$ cat src/rtl/ccd_trig_monitor.sv
// Receive-side checker for the CCD exposure trigger: synchronizes the trigger line, tracks X/Y
// scan position, measures the trigger period and flags period errors and missing triggers.
module ccd_trig_monitor #(
  parameter int unsigned PERIOD_TOL = 1
) (
  input  logic        clk,
  input  logic        rst,
  input  logic        ccd_in,
  input  logic        arm,
  input  logic        KILL_PROCESS,
  input  logic [15:0] xdata_points_number,
  input  logic [15:0] ydata_points_number,
  input  logic [15:0] cycles_per_points,
  input  logic [31:0] timeout_cycles,
  output logic        trig_pulse,
  output logic [15:0] x_index,
  output logic [15:0] y_index,
  output logic        line_done,
  output logic        frame_done,
  output logic        busy,
  output logic [31:0] last_period,
  output logic        period_err,
  output logic        timeout_err,
  output logic        aborted
);

  typedef enum logic [1:0] {StIdle, StArmed, StRun} state_e;

  state_e      state_q, state_d;
  logic        s1_q, s2_q, s3_q;
  logic [31:0] cnt_q, cnt_d;
  logic [15:0] pts_q, pts_d;
  logic [15:0] x_index_q, x_index_d;
  logic [15:0] y_index_q, y_index_d;
  logic        trig_q, trig_d;
  logic        line_q, line_d;
  logic        frame_q, frame_d;
  logic        abort_q, abort_d;
  logic        busy_q, busy_d;
  logic [31:0] last_period_q, last_period_d;
  logic        period_err_q, period_err_d;
  logic        timeout_err_q, timeout_err_d;

  logic        edge_det;
  logic [15:0] xpts_eff, ypts_eff;
  logic        line_end, frame_end;
  logic [32:0] meas_33, exp_33, diff_33;
  logic        period_bad;

  assign edge_det = s2_q & ~s3_q;
  assign xpts_eff = (xdata_points_number == 16'd0) ? 16'd1 : xdata_points_number;
  assign ypts_eff = (ydata_points_number == 16'd0) ? 16'd1 : ydata_points_number;

  // 17-bit compares so a full 16-bit count cannot wrap past the limit
  assign line_end  = ({1'b0, pts_q} + 17'd1) >= {1'b0, xpts_eff};
  assign frame_end = ({1'b0, y_index_q} + 17'd1) >= {1'b0, ypts_eff};

  // The period checked is the one being latched into last_period on this edge
  assign meas_33    = {1'b0, cnt_q};
  assign exp_33     = {17'd0, cycles_per_points} + 33'd1;
  assign diff_33    = (meas_33 >= exp_33) ? (meas_33 - exp_33) : (exp_33 - meas_33);
  assign period_bad = diff_33 > 33'(PERIOD_TOL);

  always_comb begin
    state_d       = state_q;
    trig_d        = 1'b0;
    line_d        = 1'b0;
    frame_d       = 1'b0;
    abort_d       = 1'b0;
    pts_d         = pts_q;
    x_index_d     = x_index_q;
    y_index_d     = line_q ? (y_index_q + 16'd1) : y_index_q;
    last_period_d = last_period_q;
    period_err_d  = period_err_q;
    timeout_err_d = timeout_err_q;
    if (edge_det) begin
      cnt_d = 32'd1;
    end else if (cnt_q == 32'hFFFF_FFFF) begin
      cnt_d = cnt_q;
    end else begin
      cnt_d = cnt_q + 32'd1;
    end

    unique case (state_q)
      StIdle: begin
        if (arm) begin
          state_d       = StArmed;
          period_err_d  = 1'b0;
          timeout_err_d = 1'b0;
          x_index_d     = 16'd0;
          y_index_d     = 16'd0;
          pts_d         = 16'd0;
          cnt_d         = 32'd0;
        end
      end
      StArmed, StRun: begin
        if (KILL_PROCESS) begin
          state_d = StIdle;
          abort_d = 1'b1;
        end else if (edge_det) begin
          state_d   = StRun;
          trig_d    = 1'b1;
          x_index_d = pts_q;
          if (line_end) begin
            line_d = 1'b1;
            pts_d  = 16'd0;
            if (frame_end) begin
              frame_d = 1'b1;
              state_d = StIdle;
            end
          end else begin
            pts_d = pts_q + 16'd1;
          end
          // The frame's first edge has no predecessor; a line's first edge follows flyback
          if (state_q == StRun) begin
            last_period_d = cnt_q;
            if ((pts_q != 16'd0) && period_bad) begin
              period_err_d = 1'b1;
            end
          end
        end else if ((timeout_cycles != 32'd0) && (cnt_q >= timeout_cycles)) begin
          timeout_err_d = 1'b1;
          state_d       = StIdle;
        end
      end
      default: state_d = StIdle;
    endcase

    busy_d = (state_d != StIdle);
  end

  always_ff @(posedge clk) begin
    if (rst) begin
      state_q       <= StIdle;
      s1_q          <= 1'b0;
      s2_q          <= 1'b0;
      s3_q          <= 1'b0;
      cnt_q         <= 32'd0;
      pts_q         <= 16'd0;
      x_index_q     <= 16'd0;
      y_index_q     <= 16'd0;
      trig_q        <= 1'b0;
      line_q        <= 1'b0;
      frame_q       <= 1'b0;
      abort_q       <= 1'b0;
      busy_q        <= 1'b0;
      last_period_q <= 32'd0;
      period_err_q  <= 1'b0;
      timeout_err_q <= 1'b0;
    end else begin
      state_q       <= state_d;
      s1_q          <= ccd_in;
      s2_q          <= s1_q;
      s3_q          <= s2_q;
      cnt_q         <= cnt_d;
      pts_q         <= pts_d;
      x_index_q     <= x_index_d;
      y_index_q     <= y_index_d;
      trig_q        <= trig_d;
      line_q        <= line_d;
      frame_q       <= frame_d;
      abort_q       <= abort_d;
      busy_q        <= busy_d;
      last_period_q <= last_period_d;
      period_err_q  <= period_err_d;
      timeout_err_q <= timeout_err_d;
    end
  end

  assign trig_pulse  = trig_q;
  assign x_index     = x_index_q;
  assign y_index     = y_index_q;
  assign line_done   = line_q;
  assign frame_done  = frame_q;
  assign busy        = busy_q;
  assign last_period = last_period_q;
  assign period_err  = period_err_q;
  assign timeout_err = timeout_err_q;
  assign aborted     = abort_q;

endmodule

$ cat config.mk
export PLATFORM = sky130hd
export DESIGN_NAME = ccd_trig_monitor
export DESIGN_NICKNAME = d
export VERILOG_FILES = /design/src/rtl/ccd_trig_monitor.sv
export SDC_FILE = /design/constraint.sdc
export NUM_CORES = 1
export LEC_CHECK = 0
export CORE_UTILIZATION = 60
export DETAILED_ROUTE_END_ITERATION = 8
export GPL_TIMING_DRIVEN = 0
export PLACE_DENSITY = 0.95
export RECOVER_POWER = 100
export SYNTH_ARGS = -nofsm -noshare
export SYNTH_HDL_FRONTEND = slang
export SYNTH_SLANG_ARGS = --single-unit
$ cat constraint.sdc
create_clock -name clk -period 9.1 [get_ports clk]
set_clock_uncertainty 0.2 [all_clocks]
set_input_delay 2.73 -clock clk [delete_from_list [all_inputs] [get_ports clk]]
set_output_delay 2.73 -clock clk [all_outputs]
set_load 0.01 [all_outputs]
### Routed metal, one color a layer, run 1

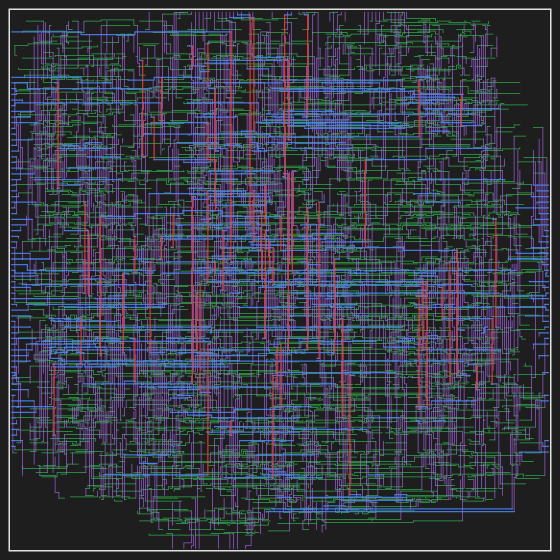
Key: blue = met3 [wire length 3340 µm]; purple = met2 [wire length 14200 µm]; green = met1 [wire length 12700 µm]; red = met4 [wire length 1250 µm]
vias: 10400
Total GRT Usage: 37.6%
Post-Route WL: 31500 µm
average wire per cell in the routed design: 18.7 µm

### M1 wires, run 1

Supply wires on this layer in gray.
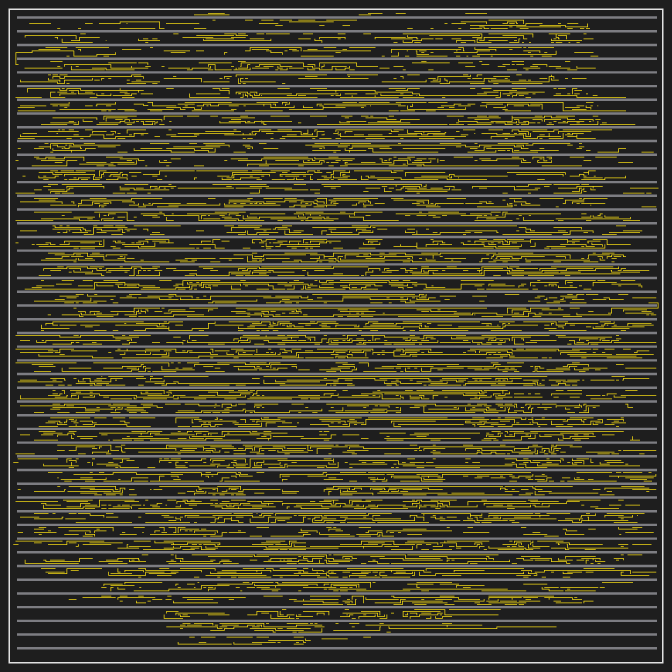
1506 nets have wire on it. The layer holds 40% of the routed length.
global routing met1 resource utilization: 46.3%

### Signal metal coverage by tile, run 1

The die is cut into 26 by 26 equal tiles; black is low, pale yellow is high, scaled to the fullest tile. Values are wire area over tile area, all layers added.
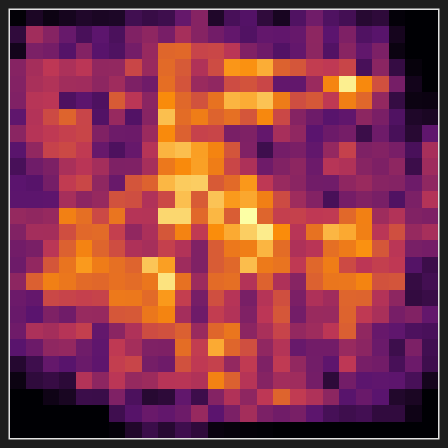
The fullest tile reaches 0.80. The mean over all tiles is 0.32. 6.1% of the tiles are nearly empty.

### Cell outlines without signal wires, run 1

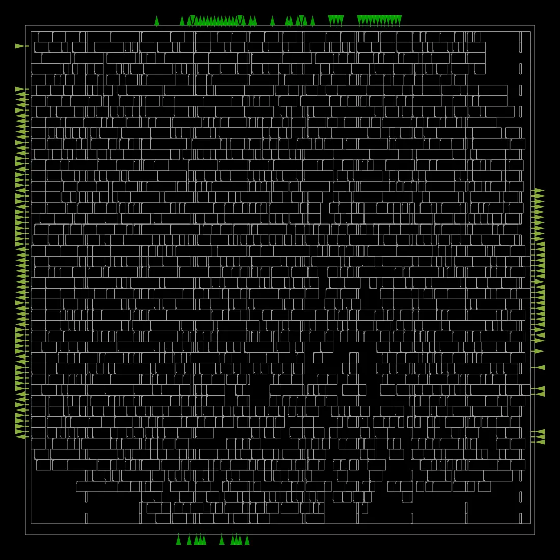
count of standard-cell rows: 46
Tapcell Cnt: 216
final standard cell utilization of the core: 76.6%
sequential portion of the cell area: 20.4%
Finished Layout Cells: 1684

==> results.txt, run 1 <==
Notes on the flow run.

- The total combinational power is 209 µW, for reference.
- The worst setup path is launched from an input pin.
- Per the detail_route report, DRC violations left total 0.
- The power density normalized to cell area is 121 mW/mm², for reference.
- The final timing report lists a max-slew violation count of 0.
- The simple-gate share of the synthesized area is 26.0%, for reference.
- The largest fanout on the critical path is 10, for reference.
- The maximum buffer depth of the clock tree is 2, for reference.
- Per the layout area report, the combinational fraction of cell area is 53.9%.
- After synthesis, the mean cell area works out to around 7.6 µm².
- The number of antenna violations at the first check in global routing is 2.
- Signal nets in the final route climb as high as met4.
- According to the timing report, the critical path is launched from cycles_per_points[0].
- The synthesized design devotes to its leading area cell type 25.5% of total area.
- Looking at the global route congestion table, the highest-usage layer is met2.
- The OpenROAD report gives the critical path a data arrival time of 8310 ps.
- Per the OpenROAD floorplan log, the height of the die is 129 µm.
- The slowest stage cell on the critical path is a2111oi_0, for reference.
- The final hold slack is 251 ps, for reference.
- In this run, the synthesized area fraction spent on xor and xnor cells is recorded as 8.82%.
- Yosys reported that registers with async set or reset make up 0%.
- The filler cells instantiated in the layout total around 1100.
- The worst register-to-register path depth is 14.
- The share of the core area taken by cells at floorplan is 61.2%.
- The design draws between 1000 and 1500 µW.
- The number of combinational gates with multiple inputs is a little under 1000, for reference.
- Including well taps, the total number of placed cells is 1651.
- The flow ran to the end, and the final reports show no timing, DRC or antenna violations.
- For reference, the final report shows the hold violation count at 0.
- The routed wirelength on the met1 layer is recorded as around 13000 µm.
- The destination of the critical timing path is period_err$_SDFFE_PP0P_, for reference.
- With fillers left out, the area of the finished cells amounts to ~0.012 mm².
- The total tool warning count is 47, for reference.
==> run 2: changes to the inputs <==
--- a/config.mk
+++ b/config.mk
@@ -5,10 +5,10 @@
 export SDC_FILE = /design/constraint.sdc
 export NUM_CORES = 1
 export LEC_CHECK = 0
-export CORE_UTILIZATION = 60
+export CORE_UTILIZATION = 45
 export DETAILED_ROUTE_END_ITERATION = 8
 export GPL_TIMING_DRIVEN = 0
-export PLACE_DENSITY = 0.95
+export PLACE_DENSITY = 0.69
 export RECOVER_POWER = 100
 export SYNTH_ARGS = -nofsm -noshare
 export SYNTH_HDL_FRONTEND = slang
### Placement by cell class, run 2

Bar = 50 µm. Fill, decap, tap and diode cells in gray.
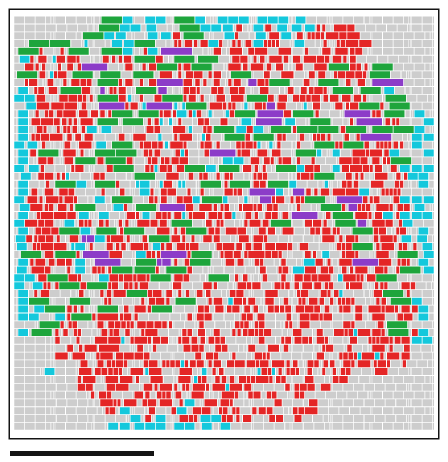
Key: red = all other logic [cells 1097, share of their area 59%]; cyan = other buffers and delay cells [cells 214, share of their area 15%]; purple = clock drivers and dummy loads [cells 32, share of their area 5.2%]; green = flip-flops [cells 124, share of their area 21%]
sequential portion of the cell area: 20.3%
final std cell area, no fill: 0.0122 mm²
core area: 0.0211 mm²
count of standard-cell rows: 53
final standard cell utilization of the core: 58.0%

==> run 2 against run 1 <==
Against the previous run: utilization is 19 points lower; final cell count is 3.5% higher; worst hold slack worse by 6.7 ps; sequential share of layout area is 0.13 points lower; largest power group unchanged.
==> results.txt, run 2 <==
Notes on the flow run.

- The total combinational power is about 200 µW, for reference.
- The critical path's slowest stage uses the library cell o31ai_2.
- The final hold slack is 245 ps, for reference.
- The count of distinct cell types in the synthesized netlist is 72, for reference.
- The flow ran to the end, and the final reports show no timing, DRC or antenna violations.
- In this run the top signal layer used is met4.
- The stage logs contain a warning count of 47.
- STA classifies the critical path startpoint as an input pin.
- The fill cell instance count of the final layout is 1997, for reference.
- Across the whole layout, multi-input logic makes up 53.7% of the cell area.
- The script computed a power per unit cell area of 119 mW/mm².
- The initial core utilization is 46.1%, for reference.
- The average cell area after synthesis is 7.60 µm², for reference.
- The hold violation count in the final report is 0, for reference.
- The number of placed instances, taps included, is 1710.
- The fraction of registers with async set or reset after synthesis is 0%, for reference.
- The filler-free cell count of the finished design is 1743, for reference.
- Summing the areas of all and, or, nand and nor instances in the mapped netlist gives 26.0% of the synthesized area.
- The routed design shows a wire length per standard cell of 17.2 µm.
- Wires add up to between 20000 and 30000 µm.
- The largest fanout on the critical path is 10, for reference.
- The source of the critical timing path is cycles_per_points[0], for reference.
- At the worst endpoint, the arrival time is 8220 ps.
- The number of antenna violations at the first check in global routing came to 1.
- Summed over all routing layers, the global router reports a total usage of approximately 28%.
- The violation count after the first detailed-route iteration is between 600 and 700, for reference.
- The routed length on met1 is 13900 µm, for reference.
- Looking at the global route congestion table, the highest-usage layer is met2.
- The worst register-to-register path depth is 18.
- The number of pins with negative max-slew slack in the final report is 0, for reference.
- The number of well taps is 275, for reference.
- The maximum buffer depth of the clock tree is 2, for reference.
- The global routing usage on met3 is ~7.4%, for reference.
- The multiplexer share of the synthesized area is 0.630%, for reference.
- The overall power after layout is roughly 1500 µW, for reference.
- The destination of the critical timing path is period_err$_SDFFE_PP0P_, for reference.
- The final routed DRC violation total is 0, for reference.
### M1 wires, run 2

Supply wires on this layer in gray.
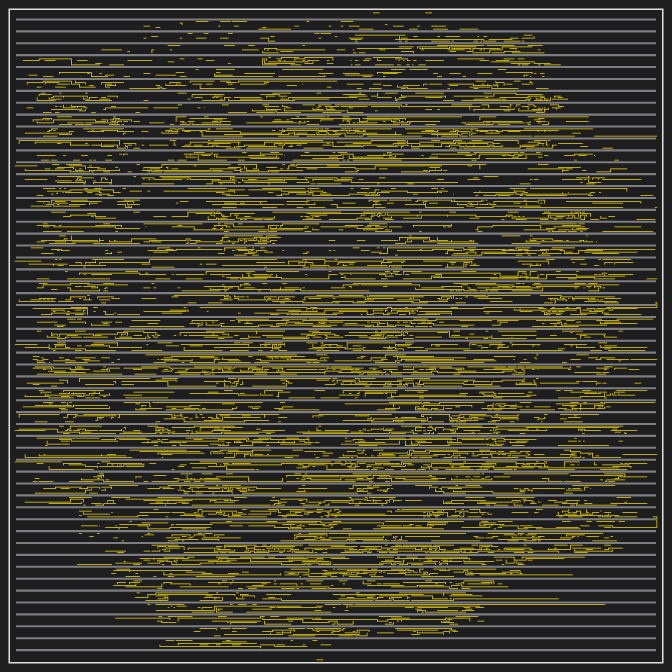
The wires run mostly horizontal. The layer holds 47% of the routed length. The longest straight run is 57.0 µm.
global routing met1 resource utilization: 37.8%
vias: 9737

Power and IR drop assume default switching activity.
